--- src/rtl/ex_mem_stage.sv ---
// ex_mem_stage: registered EX->MEM pipeline boundary.
// Captures the ALU result, store data and control bits of each executed
// instruction into a 2-entry skid buffer (main + skid) and resolves
// conditional branches, issuing a one-cycle PC redirect for taken branches.
//
// Handshake: a beat moves across an interface on a rising clock edge when
// its valid and ready are both high. A producer holds valid and payload
// stable until that edge. ex_ready is decoded only from the state register,
// so it never depends combinationally on m_ready. The m_* outputs stay
// stable while m_valid is high and m_ready is low.
module ex_mem_stage #(
    parameter int XLEN  = 32,
    parameter int RADDR = 5
) (
    input  logic             clk,
    input  logic             reset_n,
    input  logic             flush,
    input  logic             ex_valid,
    output logic             ex_ready,
    input  logic [XLEN-1:0]  alu_result,
    input  logic             zero_flag,
    input  logic [XLEN-1:0]  store_data,
    input  logic [XLEN-1:0]  pc,
    input  logic [XLEN-1:0]  imm,
    input  logic [RADDR-1:0] rd,
    input  logic             mem_read,
    input  logic             mem_write,
    input  logic             reg_write,
    input  logic             mem_to_reg,
    input  logic             branch,
    input  logic [2:0]       branch_type,
    output logic             redirect_valid,
    output logic [XLEN-1:0]  redirect_pc,
    output logic             m_valid,
    input  logic             m_ready,
    output logic [XLEN-1:0]  m_alu_result,
    output logic [XLEN-1:0]  m_store_data,
    output logic [RADDR-1:0] m_rd,
    output logic             m_mem_read,
    output logic             m_mem_write,
    output logic             m_reg_write,
    output logic             m_mem_to_reg,
    output logic [1:0]       dbg_state
);

    typedef enum logic [1:0] {
        EMPTY = 2'd0,
        ONE   = 2'd1,
        TWO   = 2'd2
    } state_t;

    typedef struct packed {
        logic [XLEN-1:0]  alu_result;
        logic [XLEN-1:0]  store_data;
        logic [RADDR-1:0] rd;
        logic             mem_read;
        logic             mem_write;
        logic             reg_write;
        logic             mem_to_reg;
    } payload_t;

    state_t   state;
    payload_t main_q;
    payload_t skid_q;
    payload_t in_beat;
    logic     acc;
    logic     pop;
    logic     taken;
    logic     redirect_now;

    assign in_beat  = {alu_result, store_data, rd, mem_read, mem_write, reg_write, mem_to_reg};

    // Skid entry full means no room for another beat this cycle.
    assign ex_ready = (state != TWO);
    assign m_valid  = (state != EMPTY);
    assign acc      = ex_valid & ex_ready & ~flush;
    assign pop      = m_valid & m_ready;

    assign dbg_state = state;

    assign m_alu_result = main_q.alu_result;
    assign m_store_data = main_q.store_data;
    assign m_rd         = main_q.rd;
    assign m_mem_read   = main_q.mem_read;
    assign m_mem_write  = main_q.mem_write;
    assign m_reg_write  = main_q.reg_write;
    assign m_mem_to_reg = main_q.mem_to_reg;

    // Branch condition from the ALU zero flag or the slt result bit.
    always_comb begin
        taken = 1'b0;
        case (branch_type)
            3'b000:  taken = zero_flag;
            3'b001:  taken = ~zero_flag;
            3'b100:  taken = alu_result[0];
            3'b101:  taken = ~alu_result[0];
            3'b110:  taken = alu_result[0];
            3'b111:  taken = ~alu_result[0];
            default: taken = 1'b0;
        endcase
    end

    assign redirect_now = acc & branch & taken;

    // Skid-buffer FSM: main feeds MEM, skid absorbs one beat of backpressure.
    always_ff @(posedge clk or negedge reset_n) begin
        if (!reset_n) begin
            state  <= EMPTY;
            main_q <= '0;
            skid_q <= '0;
        end else if (flush) begin
            state <= EMPTY;
        end else begin
            case (state)
                EMPTY: begin
                    if (acc) begin
                        main_q <= in_beat;
                        state  <= ONE;
                    end
                end
                ONE: begin
                    if (acc && pop) begin
                        main_q <= in_beat;
                    end else if (acc) begin
                        skid_q <= in_beat;
                        state  <= TWO;
                    end else if (pop) begin
                        state <= EMPTY;
                    end
                end
                TWO: begin
                    if (pop) begin
                        main_q <= skid_q;
                        state  <= ONE;
                    end
                end
                default: state <= EMPTY;
            endcase
        end
    end

    // One-cycle redirect pulse; the target holds until the next taken branch.
    always_ff @(posedge clk or negedge reset_n) begin
        if (!reset_n) begin
            redirect_valid <= 1'b0;
            redirect_pc    <= '0;
        end else begin
            redirect_valid <= redirect_now;
            if (redirect_now) begin
                redirect_pc <= pc + imm;
            end
        end
    end

endmodule

--- config.mk ---
export PLATFORM = sky130hd
export DESIGN_NAME = ex_mem_stage
export DESIGN_NICKNAME = d
export VERILOG_FILES = /design/src/rtl/ex_mem_stage.sv
export SDC_FILE = /design/constraint.sdc
export NUM_CORES = 1
export LEC_CHECK = 0
export ABC_AREA = 1
export CORE_ASPECT_RATIO = 2
export CORE_MARGIN = 5
export CORE_UTILIZATION = 40
export DETAILED_ROUTE_END_ITERATION = 8
export DONT_BUFFER_PORTS = 1
export GPL_TIMING_DRIVEN = 1
export SLEW_MARGIN = 10
export SYNTH_ARGS = -nofsm -noshare
export SYNTH_HDL_FRONTEND = slang
export SYNTH_SLANG_ARGS = --single-unit
--- constraint.sdc ---
create_clock -name clk -period 1.9 [get_ports clk]
set_input_delay 0.38 -clock clk [delete_from_list [all_inputs] [get_ports clk]]
set_output_delay 0.38 -clock clk [all_outputs]
set_load 0.005 [all_outputs]
Routed metal, one colour a layer:
Two of the layers only.
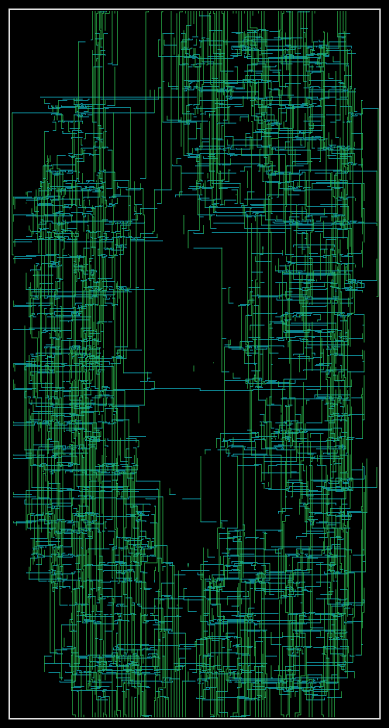
layer	colour	wire length
metal 1	cyan	9,250 um
metal 2	green	16,400 um

The clock network:
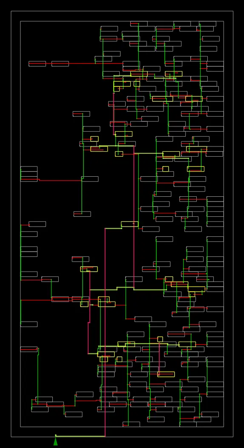
registers: 181
clkbuf count: 17
CTS sink count: 181
clk ins delay skew pair: 0.44 ns

Selected gate families:
The bar under the picture is 20 um long.
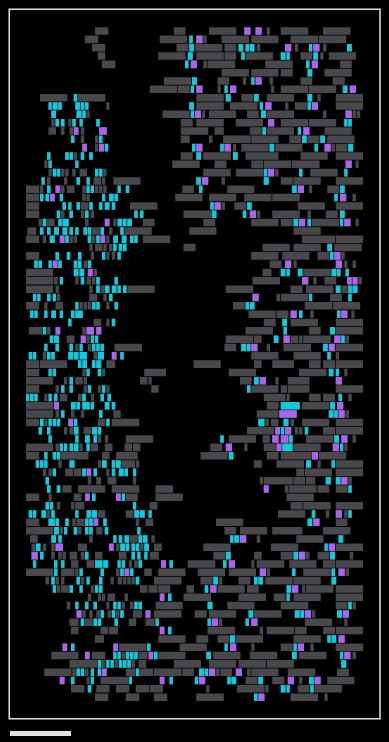
family	colour	cells	where
aoi and oai cells	purple	120	spread over the die
nand cells	cyan	480	spread over the die

==> results.toml <==
# generated from flow reports
[run_status]
status = "finished with violations"
violations = "hold timing"

[global_route]
grt_max_degree = 182
grt_pass1_vias = 8381
grt_pass1_wl_um = 45400
track_usage = 0.212
met1_usage = 0.195

[critical_path]
r2r_setup_slack_ns = 0.14
cp_cell_sequence = "nand2_2 > buf_6"
startpoint = "dbg_state[1]"
timing.rr.end = "skid_q[51]"
required_ns = 1.52
critPathCapture = "ex_ready"
end_kind = "primary output"
path_max_fanout = 48

[synthesis]
simple_gate_share = 0.251
area_leaders = "dfrtp_1 46%, nand2_1 13%, mux2_1 6.8%"
ff_type = "dfrtp_1"
top_cell = "nand2_1"
synthArstFlopShare = 1.00
syn-cell-area_mm2 = 0.00979
synthMuxAreaShare = 0.0839
avgSynthCellArea_um2 = 8.18
ys_cells = 1197
synthCells = 1197
edf_count = 0
ys_chip_area_mm2 = 0.00979
topCombFamilyByArea = "simple AND/OR/NAND/NOR gates"
yosysSeqAreaShare = 0.463
xor_share = 0.0134
synth_top_cell_by_area = "dfrtp_1"

[floorplanning]
die_w_um = 121
io_pins = 257
core_util_floorplan = 0.403
die_h_um = 231
core_area_mm2 = 0.0243

[clock_tree]
cts_buffers = 17
cts_buffer_depth = 2
cts_tree = "built"
cts_max_level = 4
path_clk_slew_ns = 0.08

[final_layout]
instances_no_fill = 1533
largest_class = "multi-input combinational cells"
n_all_buffers = 70
num_antenna_cells = 0
max_flop_register = "skid_q"
lay_top_count = "nand2_1"
seq_share = 0.404
clock_area_frac = 0.0542
most-common-layout-cells = "349 x nand2_1, 180 x dfrtp_1, 121 x nand3_1"
fin_area_mm2 = 0.0112
buf_share = 0.0640
inverters = 117
nFillCells = 2356
layout.area.comb_mm2 = 0.00456
final_core_util = 0.461
largest_reg_flops = 73

[final_timing]
tightest_slew_ns = 0.553
maxSlewViolCount = 0
hold_viol = 181
fin_crit_sh = 0.952
setup_ws_ns = 0.0915
whs_ns = -0.368
slew_headroom = 0.631
clock_skew_ns = 0.00908
period_needed_ns = 1.81
fmax_mhz = 553

[placed_design]
port_buffers = 0
gp_congestion = 0.937
dpl.hpwl_um = 21700
post-place-ws_ns = -0.115
placed_area_mm2 = 0.0104

[detailed_routing]
routed_wl_um = 30000
met3WireLength_um = 2140
post_drt_wl_per_cell_um = 19.6
ant_nets = 0
wl_met2_um = 16400
drtIter0Drc = 482
vias = 8254
drc_errors = 0

[hold_path]
min_path_type = "input port to async pin"

[power]
vdd_ir_drop_max_mv = 0.532
p_per_area_mw_per_mm2 = 1130
p_total_mw = 12.7
leakage_nw = 5.55
Register map, names as in the netlist:
The bar under the picture is 20 um long. Other sequential cells in the stronger grey, the rest of the logic in the fainter grey.
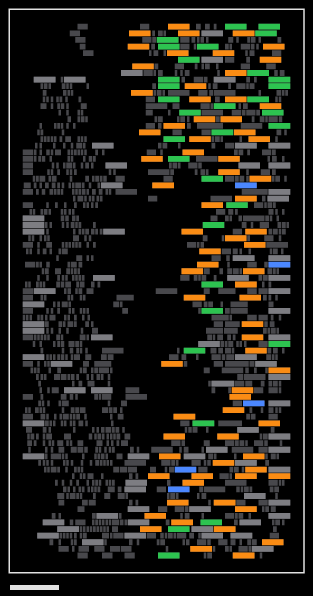
name in the netlist	colour	flops
m_rd	blue	5
skid_q	orange	73
m_alu_result	green	32

Pin map:
Pins as bars across the die edge, other pins in grey.
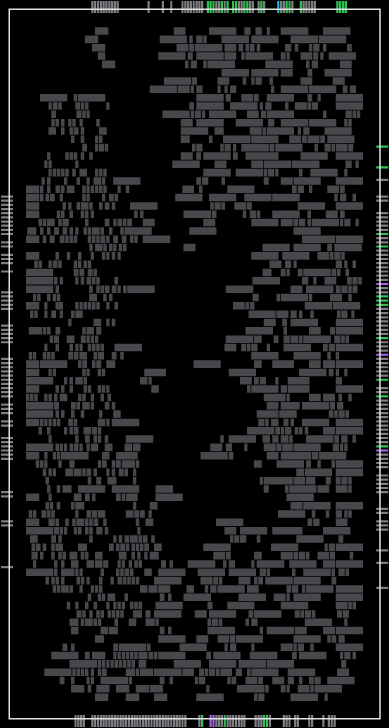
port	colour	pins	direction	edge
rd	purple	5	input	3 east, 2 south
m_alu_result	green	32	output	17 north, 11 east, 4 south
m_reg_write	cyan	1	output	north

==> repair_timing <==
item / 4_1_cts / 5_1_grt
endpoints found under the hold margin: 181 / 181
gates cloned: 0 / 4
pin swaps: 0 / 0
endpoints found under the setup margin: 1 / 100
setup buffers: 0 / 5
gates resized: 1 / 3
==> report_power, final <==
group / total, mW / switching, mW / internal, mW / leakage, nW
registers: 6.30 / 1.05 / 5.25 / 2.12
logic: 2.68 / 1.40 / 1.28 / 3.14
clock network: 3.70 / 1.70 / 2.00 / 0.293
total: 12.7 / 4.15 / 8.53 / 5.55
==> worst max-delay path, delay by kind of cell, from the launching register on <==
family | cells | cell delay, ns
buf+inv | 1 | 0.37
simple gates | 1 | 0.13
flops | 1 | 0.48
Power and IR drop assume default switching activity.
